**src/rtl/instr_fetch_unit.sv**
```systemverilog
// rtl/instr_fetch_unit.sv - in-order instruction fetch: PC, credit-limited imem requests, instruction buffer
// Optional IFETCH_ALIGN_CHECK_EN: misaligned redirect halts fetch and raises sticky fetch_fault.
module instr_fetch_unit #(
  parameter logic [63:0] RESET_PC   = 64'h0,
  parameter int          FIFO_DEPTH = 2
) (
  input  logic        clk,
  input  logic        rst,
  output logic        imem_req,
  output logic [63:0] imem_addr,
  input  logic        imem_gnt,
  input  logic        imem_rvalid,
  input  logic [31:0] imem_rdata,
  output logic        instr_valid,
  input  logic        instr_ready,
  output logic [31:0] instruction,
  output logic [63:0] instr_pc,
  input  logic        redirect,
  input  logic [63:0] redirect_pc,
  output logic        fetch_fault
);
  localparam int PTR_W = (FIFO_DEPTH > 1) ? $clog2(FIFO_DEPTH) : 1;
  localparam int CNT_W = PTR_W + 1;
  localparam logic [CNT_W:0] DEPTH_V = (CNT_W+1)'(FIFO_DEPTH);
  localparam logic [31:0]    NOP     = 32'h0000_0013;

  typedef enum logic {RUN, HALT} state_t;
  state_t state, state_next;

  logic             started;
  logic [63:0]      fetch_pc, rsp_pc, target_pc;
  logic [PTR_W-1:0] wr_ptr, rd_ptr;
  logic [CNT_W-1:0] count, outstanding, discard, outstanding_next;
  logic [CNT_W:0]   credit_used;
  logic [63:0]      pc_mem   [FIFO_DEPTH];
  logic [31:0]      word_mem [FIFO_DEPTH];
  logic             gnt_fire, push, pop, misaligned;

  assign target_pc = redirect_pc & ~64'h3;

`ifdef IFETCH_ALIGN_CHECK_EN
  assign misaligned = redirect && (redirect_pc[1:0] != 2'b00);
`else
  assign misaligned = 1'b0;
`endif

  // A same-cycle pop frees its slot, so zero-wait memory sustains one word per cycle.
  assign pop         = instr_valid && instr_ready && !redirect;
  assign credit_used = {1'b0, count} - {{CNT_W{1'b0}}, pop} + {1'b0, outstanding};

  always_comb begin
    state_next = state;
    imem_req   = 1'b0;
    case (state)
      RUN: begin
        imem_req = started && !redirect && (credit_used < DEPTH_V);
        if (misaligned) state_next = HALT;
      end
      HALT:    state_next = HALT;
      default: state_next = RUN;
    endcase
  end

  assign gnt_fire         = imem_req && imem_gnt;
  assign push             = imem_rvalid && (discard == '0) && !redirect && (state == RUN);
  assign outstanding_next = outstanding + CNT_W'(gnt_fire) - CNT_W'(imem_rvalid);

  always_ff @(posedge clk or negedge rst) begin
    if (!rst) begin
      state       <= RUN;
      started     <= 1'b0;
      fetch_pc    <= RESET_PC;
      rsp_pc      <= RESET_PC;
      wr_ptr      <= '0;
      rd_ptr      <= '0;
      count       <= '0;
      outstanding <= '0;
      discard     <= '0;
    end else begin
      state       <= state_next;
      started     <= 1'b1;
      outstanding <= outstanding_next;
      if (redirect) begin
        // Everything still in flight after this cycle belongs to the old path.
        fetch_pc <= target_pc;
        rsp_pc   <= target_pc;
        discard  <= outstanding_next;
        wr_ptr   <= '0;
        rd_ptr   <= '0;
        count    <= '0;
      end else begin
        if (gnt_fire) fetch_pc <= fetch_pc + 64'd4;
        if (push) begin
          rsp_pc <= rsp_pc + 64'd4;
          wr_ptr <= wr_ptr + PTR_W'(1);
        end
        if (pop) rd_ptr <= rd_ptr + PTR_W'(1);
        if (imem_rvalid && (discard != '0)) discard <= discard - CNT_W'(1);
        count <= count + CNT_W'(push) - CNT_W'(pop);
      end
    end
  end

  always_ff @(posedge clk) begin
    if (push) begin
      pc_mem[wr_ptr]   <= rsp_pc;
      word_mem[wr_ptr] <= imem_rdata;
    end
  end

`ifdef IFETCH_ALIGN_CHECK_EN
  logic fault_q;
  always_ff @(posedge clk or negedge rst) begin
    if (!rst) fault_q <= 1'b0;
    else if (misaligned) fault_q <= 1'b1;
  end
  assign fetch_fault = fault_q;
`else
  assign fetch_fault = 1'b0;
`endif

  assign imem_addr   = fetch_pc;
  assign instr_valid = (count != '0);
  assign instruction = instr_valid ? word_mem[rd_ptr] : NOP;
  assign instr_pc    = instr_valid ? pc_mem[rd_ptr] : 64'h0;

endmodule

```
**config.mk**
```make
export PLATFORM = sky130hd
export DESIGN_NAME = instr_fetch_unit
export DESIGN_NICKNAME = d
export VERILOG_FILES = /design/src/rtl/instr_fetch_unit.sv
export SDC_FILE = /design/constraint.sdc
export NUM_CORES = 1
export LEC_CHECK = 0
export ABC_AREA = 1
export CAP_MARGIN = 20
export CORE_UTILIZATION = 32
export DETAILED_ROUTE_END_ITERATION = 10
export PLACE_DENSITY = 0.56
export SYNTH_ARGS = -nofsm -noshare
export SYNTH_HDL_FRONTEND = slang
export SYNTH_SLANG_ARGS = --single-unit
export TNS_END_PERCENT = 100
```
**constraint.sdc**
```tcl
create_clock -name clk -period 5.5 [get_ports clk]
set_input_delay 1.1 -clock clk [delete_from_list [all_inputs] [get_ports clk]]
set_output_delay 1.1 -clock clk [all_outputs]
set_load 0.005 [all_outputs]
```
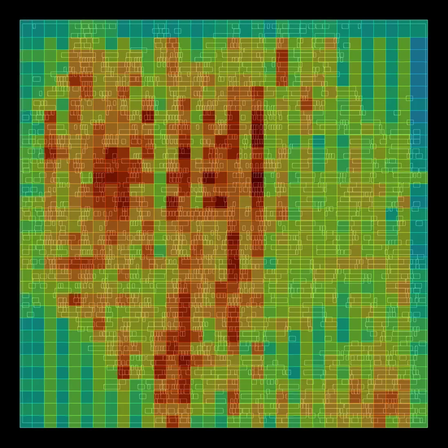
run_1/final_congestion.png
GR peak layer: met2
wire length per cell: 19.9 µm
Core Util, Final: 41.5%
met1 usage: 30.5%

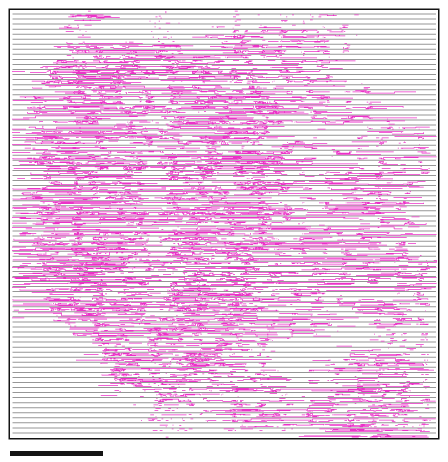
run_1/met1.png
Bar = 50 µm. Supply wires on this layer in grey.
wire length on this layer = 26.2 mm
nets with wire on the layer = 2179
main direction = horizontal
share of all routed wire = 44%
longest straight run = 103 µm
total routed wirelength: 59.2 mm
DR vias: 14900

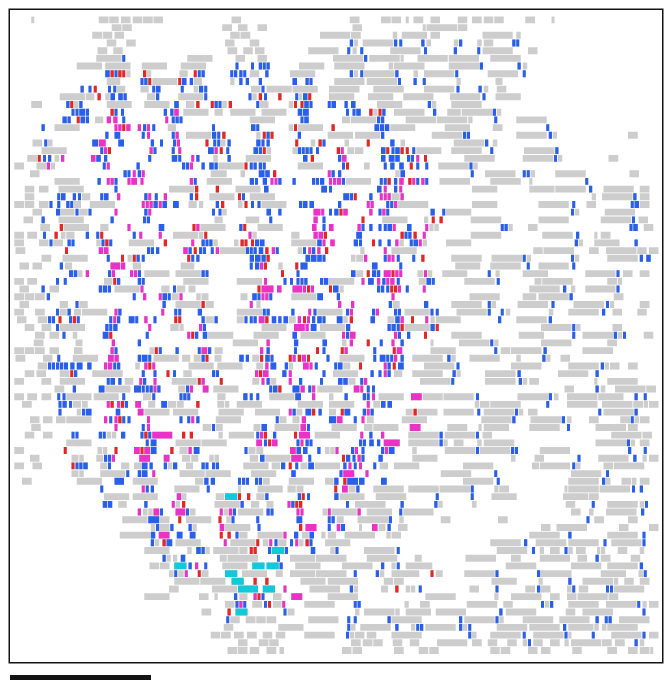
run_1/gate_families.png
Bar = 50 µm.
adder and majority cells -> cyan  # cells 10
NAND gates -> blue  # cells 873, where widely spread
inverters -> red  # cells 173
NOR gates -> magenta  # cells 265
Post-Layout Cell Count: 2970
Commonest Layout Cell: nand2_1

[run 1: routing by layer]
metal	vias up	wire, µm	part of all wire, %
li1	7118	-	-
met1	7171	26200	44
met2	514	27100	46
met3	108	3600	6.1
met4	0	2280	3.8
met5	-	0	0
[run 1: worst max path at each step]
stage	depth (start not counted)	endpoint	startpoint
after global placement	12	imem_req	instr_ready
after CTS	12	imem_req	instr_ready
after floorplan	4	pc_mem[0][10]	redirect
final	12	imem_req	instr_ready
after detailed placement	12	imem_req	instr_ready
after global routing	12	imem_req	instr_ready
[run 1: critical path, stage by stage]
cell             delay [ps]
clkdlybuf4s50_1         460
nand2_1                 110
nor2_1                  200
ha_1                    260
inv_1                    60
nand2_1                  60
fa_1                    490
nand2_1                  50
nor2_1                   80
nand2_1                  60
inv_1                    70
clkdlybuf4s50_1         500
[run 1: layout make-up]
class / instances / area share [%]
inverters: 173 / 3.04
clock inverters: 16 / 0.907
flip-flops and latches: 321 / 42.0
well taps: 680 / 3.98
clock buffers: 55 / 5.23
repair buffers: 275 / 12.9
multi-input cells: 1450 / 31.9
[run 1: kinds of logic (layout without fill, tap and decap cells)]
kind of cell | after synthesis | after routing
simple gates | 1145 | 1145
flops | 321 | 321
buf+inv | 246 | 519
compound gates | 239 | 239
xor+xnor | 50 | 50
fa+ha+maj | 10 | 10
other cells | 2 | 6
[run 1: flip-flops by register name (all words and copies together) (netlist names)]
register	count
pc_mem	124
count	2
outstanding	2
discard	2
rsp_pc	62
wr_ptr	1
rd_ptr	1
imem_addr	62
started	1
word_mem	64
[run 1: synthesized netlist by cell type, drive strengths merged, types with 2 or more instances]
master  count  share of area (%)
ha          9               0.67
nor2      228                5.9
buf        29               0.91
nor3       32                1.1
nand4      36                1.3
xor2       39                2.0
nand3b      4               0.18
clkbuf     44               0.99
inv       172                3.9
nand3     131                3.9
o21ai      65                1.9
a21oi     114                3.4
nand2     702                 16
edfxtp    188                 34
o21bai     15               0.67
nor3b       4               0.21
o311ai      8               0.42
o211ai     31                1.4
a31oi       4               0.15
conb        2              0.045
xnor2      11               0.58
dfrtp     133                 20
or2         2              0.075
[run 1: placed cells by master (no fill, tap or decap), drive strengths merged, types with 36 or more instances in the layout]
cell	netlist	layout
nand4	36	36
inv	172	174
clkbuf	44	55
nor2	228	228
nand2	702	702
nand3	131	131
a21oi	114	114
xor2	39	39
dfrtp	133	133
clkdlybuf4s50	0	255
edfxtp	188	188
o21ai	65	65
[run 1: stage by stage]
step,setup slack [ps],util (%)
6_report,916,41.5
5_1_grt,726,41.5
4_1_cts,896,41.4
3_5_place_dp,914,38.9
3_3_place_gp,886,38.9
2_1_floorplan,1080,-
[run 1: power by group through the flow]
| stage | registers [W] | clock network [W] | logic [W] |
|---|---|---|---|
| 2_1_floorplan | 0.00314 | 0 | 0.000914 |
| 3_3_place_gp | 0.00328 | 0 | 0.00177 |
| 3_5_place_dp | 0.00329 | 0 | 0.00179 |
| 4_1_cts | 0.00324 | 0.00270 | 0.00180 |
| 5_1_grt | 0.00329 | 0.00280 | 0.00199 |
| 6_report | 0.00325 | 0.00265 | 0.00178 |
==> run notes, run 1 <==
yosys + openroad results -> status complete, no violations, Reg-to-Reg Start count[1], Synth Instances 2013, cts hold-fix bufs 0, share of cells above drive strength 1 6.20%, gr usage total 22.3%, Pleak 8.24 nW, headroom to the max-slew limit 31.8%, XOR-XNOR Cells, Area Fraction 2.62%, Syn Std Cell Area 16700 µm², FP Util 32.5%, Layout Skew 20.4 ps, DRC violations left 0, Top logic family simple AND/OR/NAND/NOR gates, Post-Synth AOI/OAI Area 8.09%, logic area 6820 µm², Post-DRT Antenna Nets 0, Max Fclk 0.218 GHz, core region area 51500 µm², total power 0.00768 W, filler cell count 5173, DPL Wire Length 42.8 mm, vias in the first global route 14500, nets 2372, crit path time final 4580 ps, Yosys warnings 0, GP Congestion 0.952, CP required 4400 ps, worst-path maximum fanout 3, met3 Usage GRT 3.57%, grt ovf 0, Post-CTS Setup Inserts 0, Crit. End Element output pin, yosys simple share 29.0%
run_1/met3.png
Bar = 50 µm.
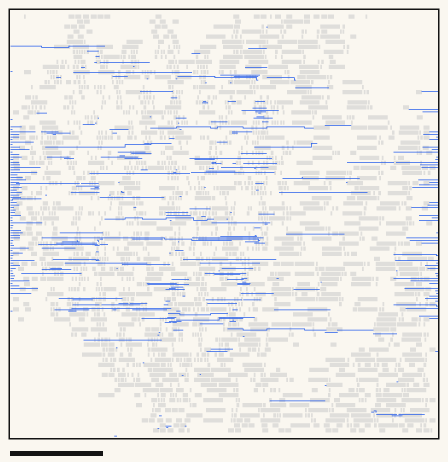

==> inputs of run 2 (changes only) <==
--- a/config.mk
+++ b/config.mk
@@ -9,7 +9,7 @@
 export CAP_MARGIN = 20
 export CORE_UTILIZATION = 32
 export DETAILED_ROUTE_END_ITERATION = 10
-export PLACE_DENSITY = 0.56
+export PLACE_DENSITY = 0.54
 export SYNTH_ARGS = -nofsm -noshare
 export SYNTH_HDL_FRONTEND = slang
 export SYNTH_SLANG_ARGS = --single-unit
==> constraint.sdc (replaced) <==
create_clock -name clk -period 4.8 [get_ports clk]
set_input_delay 0.96 -clock clk [delete_from_list [all_inputs] [get_ports clk]]
set_output_delay 0.96 -clock clk [all_outputs]
set_load 0.005 [all_outputs]
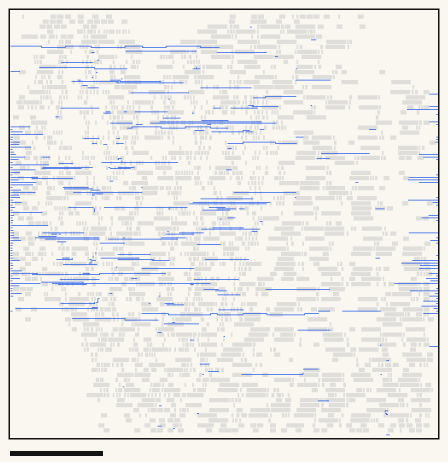
run_2/met3.png
Bar = 50 µm.
main direction = horizontal
share of all routed wire = 5.2%
nets with wire on the layer = 230
longest straight run = 85.1 µm
wire length on this layer = 3100 µm
total routed wirelength: 59.5 mm
met3 Usage GRT: 3.24%

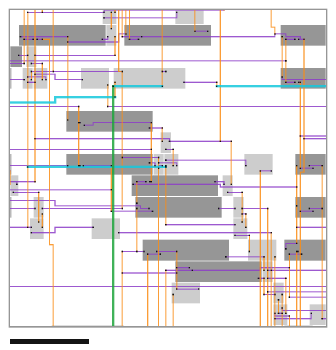
run_2/zoom.png
Bar = 10 µm. Region (153, 38) to (193, 78) µm. Cells in grey, sequential cells in the stronger grey; small squares are vias.
met2 -> orange
met4 -> green
met3 -> cyan
met1 -> purple
most frequent = nand2_1 (11), edfxtp_1 (10), clkdlybuf4s50_1 (7)
sequential cells in the window = 10
cells with their middle in the window = 35
netlist names of flops here include = `pc_mem` (8), `word_mem` (2)

==> run notes, run 2 <==
yosys + openroad results -> Area contributors post-synth edfxtp_1, dfrtp_1, nand2_1, nor2_1, nand3_1, wire length per cell 20.0 µm (+0.34%), registers with the most flip-flops pc_mem: 124 flops, word_mem: 64 flops, Post-DRT Antenna Nets 0 (unchanged), DPL Wire Length 43.1 mm (+0.69%), Yosys top cell area share 33.7% (unchanged), Syn Std Cell Area 16700 µm² (unchanged), vias in the first global route 14200 (-2.4%), crit path time final 4360 ps, Post-CTS Setup Inserts 0 (unchanged), FP Util 32.5% (unchanged), routed wl met2 27.2 mm (+0.18%), Yosys top cell by instances nand2_1, Layout Skew 14.9 ps (-5.51 ps), status complete, no violations, DR vias 14800 (-0.61%), share of cells above drive strength 1 6.41% (+0.20 points), Commonest Layout Cell nand2_1, GP Congestion 0.965 (+1.3%), DRT met1 WL 27.5 mm (+5.0%), nets 2376 (+0.17%), Synth Instances 2013 (unchanged), Met3 Wirelength 3.10 mm (-14%), DRC violations left 0 (unchanged), max reg flops 124 (unchanged), total power 0.00895 W (+17%), grt ovf 0 (unchanged), headroom to the max-slew limit 40.0% (+8.3 points), CP required 3840 ps (-560 ps), Pleak 8.29 nW (+0.60%)
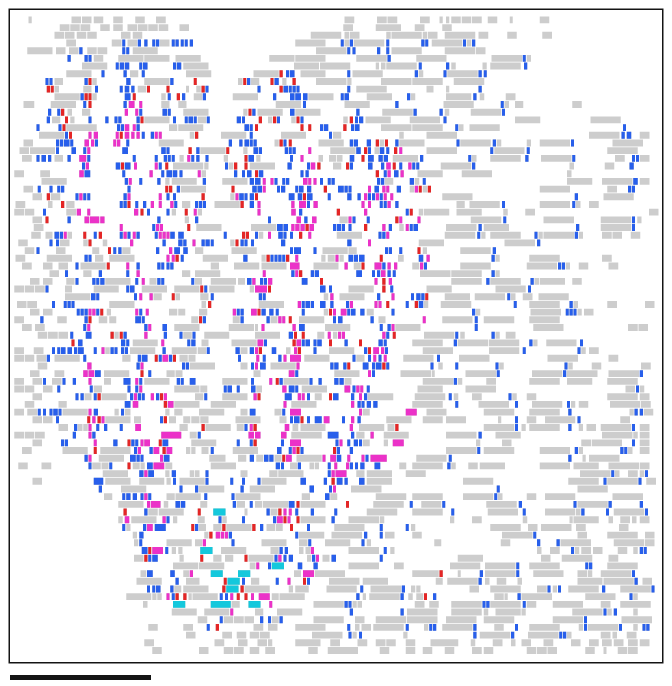
run_2/gate_families.png
Bar = 50 µm.
NOR gates -> magenta  # cells 265
adder and majority cells -> cyan  # cells 10
NAND gates -> blue  # cells 873, where widely spread
inverters -> red  # cells 173
Comb area share: 31.7%
Post-Layout Cell Count: 2976

run 2: cell counts after synthesis:
Identical to the previous run, type by type.
run 2: kinds of logic (layout without fill, tap and decap cells):
logic type                 count (synthesis)  after routing  synth area share (%)
other                                      2              7                0.0449
and+or+nand+nor                         1145           1145                  29.0
buffers and inverters                    246            524                  5.78
AOI/OAI and AO/OA                        239            239                  8.09
adders and majority gates                 10             10                 0.793
DFF                                      321            321                  53.6
xor gates and xnor gates                  50             50                  2.62
run 2: stage by stage:
| stage | setup slack (ps) | util, % | std cells | area [µm²] | hold WS [ps] |
|---|---|---|---|---|---|
| finish | 436 | 41.7 | 2976 | 21500 | 430 |
| global route | 164 | 41.7 | 2975 | 21500 | 506 |
| CTS | 350 | 41.7 | 2974 | 21500 | 494 |
| detailed placement | 457 | 39.0 | 2902 | 20100 | 522 |
| global placement | 449 | 39.0 | 2902 | 20100 | 518 |
| floorplan | 523 | - | 2017 | 16700 | 464 |
run 2: cell type report:
type	count	area, µm²	share of cell area [%]
diodes	1	2.50	0.0116
clock buffers	49	1030	4.81
well taps	680	851	3.96
flip-flops and latches	321	8970	41.8
multi-input cells	1450	6820	31.7
repair buffers	279	2820	13.1
clock inverters	23	342	1.59
inverters	173	649	3.02
run 2: per-layer routing:
layer | up-vias | track usage (%)
li1 | 7137 | -
met5 | - | 0
met2 | 439 | 35.0
met3 | 78 | 3.24
met1 | 7166 | 31.2
met4 | 0 | 7.22
run 2: final timing paths:
path / start / end / slack, ps
max reg2reg: count[0] / discard[1] / 1240
min in group clk: rsp_pc[53] / pc_mem[1][53] / 540
max: count[0] / imem_req / 440
min reg2reg: rsp_pc[53] / pc_mem[1][53] / 540
max in group asynchronous: rst / imem_addr[48] / 3310
min: rst / imem_addr[59] / 430
run 2: worst max-delay path, stage by stage, from the launching register on:
cell and delay (ps):
dfrtp_1 430, nor2_4 80, inv_1 290, nand2_1 220, nor2_1 220, ha_1 260, inv_1 50, nand2_1 50
fa_1 480, nand2_1 50, nor2_1 90, nand2_1 60, inv_1 70, clkdlybuf4s50_1 490
run 2: power by group:
group	switching (W)	internal (W)	total, W
Clock	0.00124	0.00192	0.00317
Sequential	0.000432	0.00329	0.00372
Combinational	0.00117	0.000893	0.00206
Total	0.00284	0.00611	0.00895
Power is estimated from default activity; no workload was simulated.
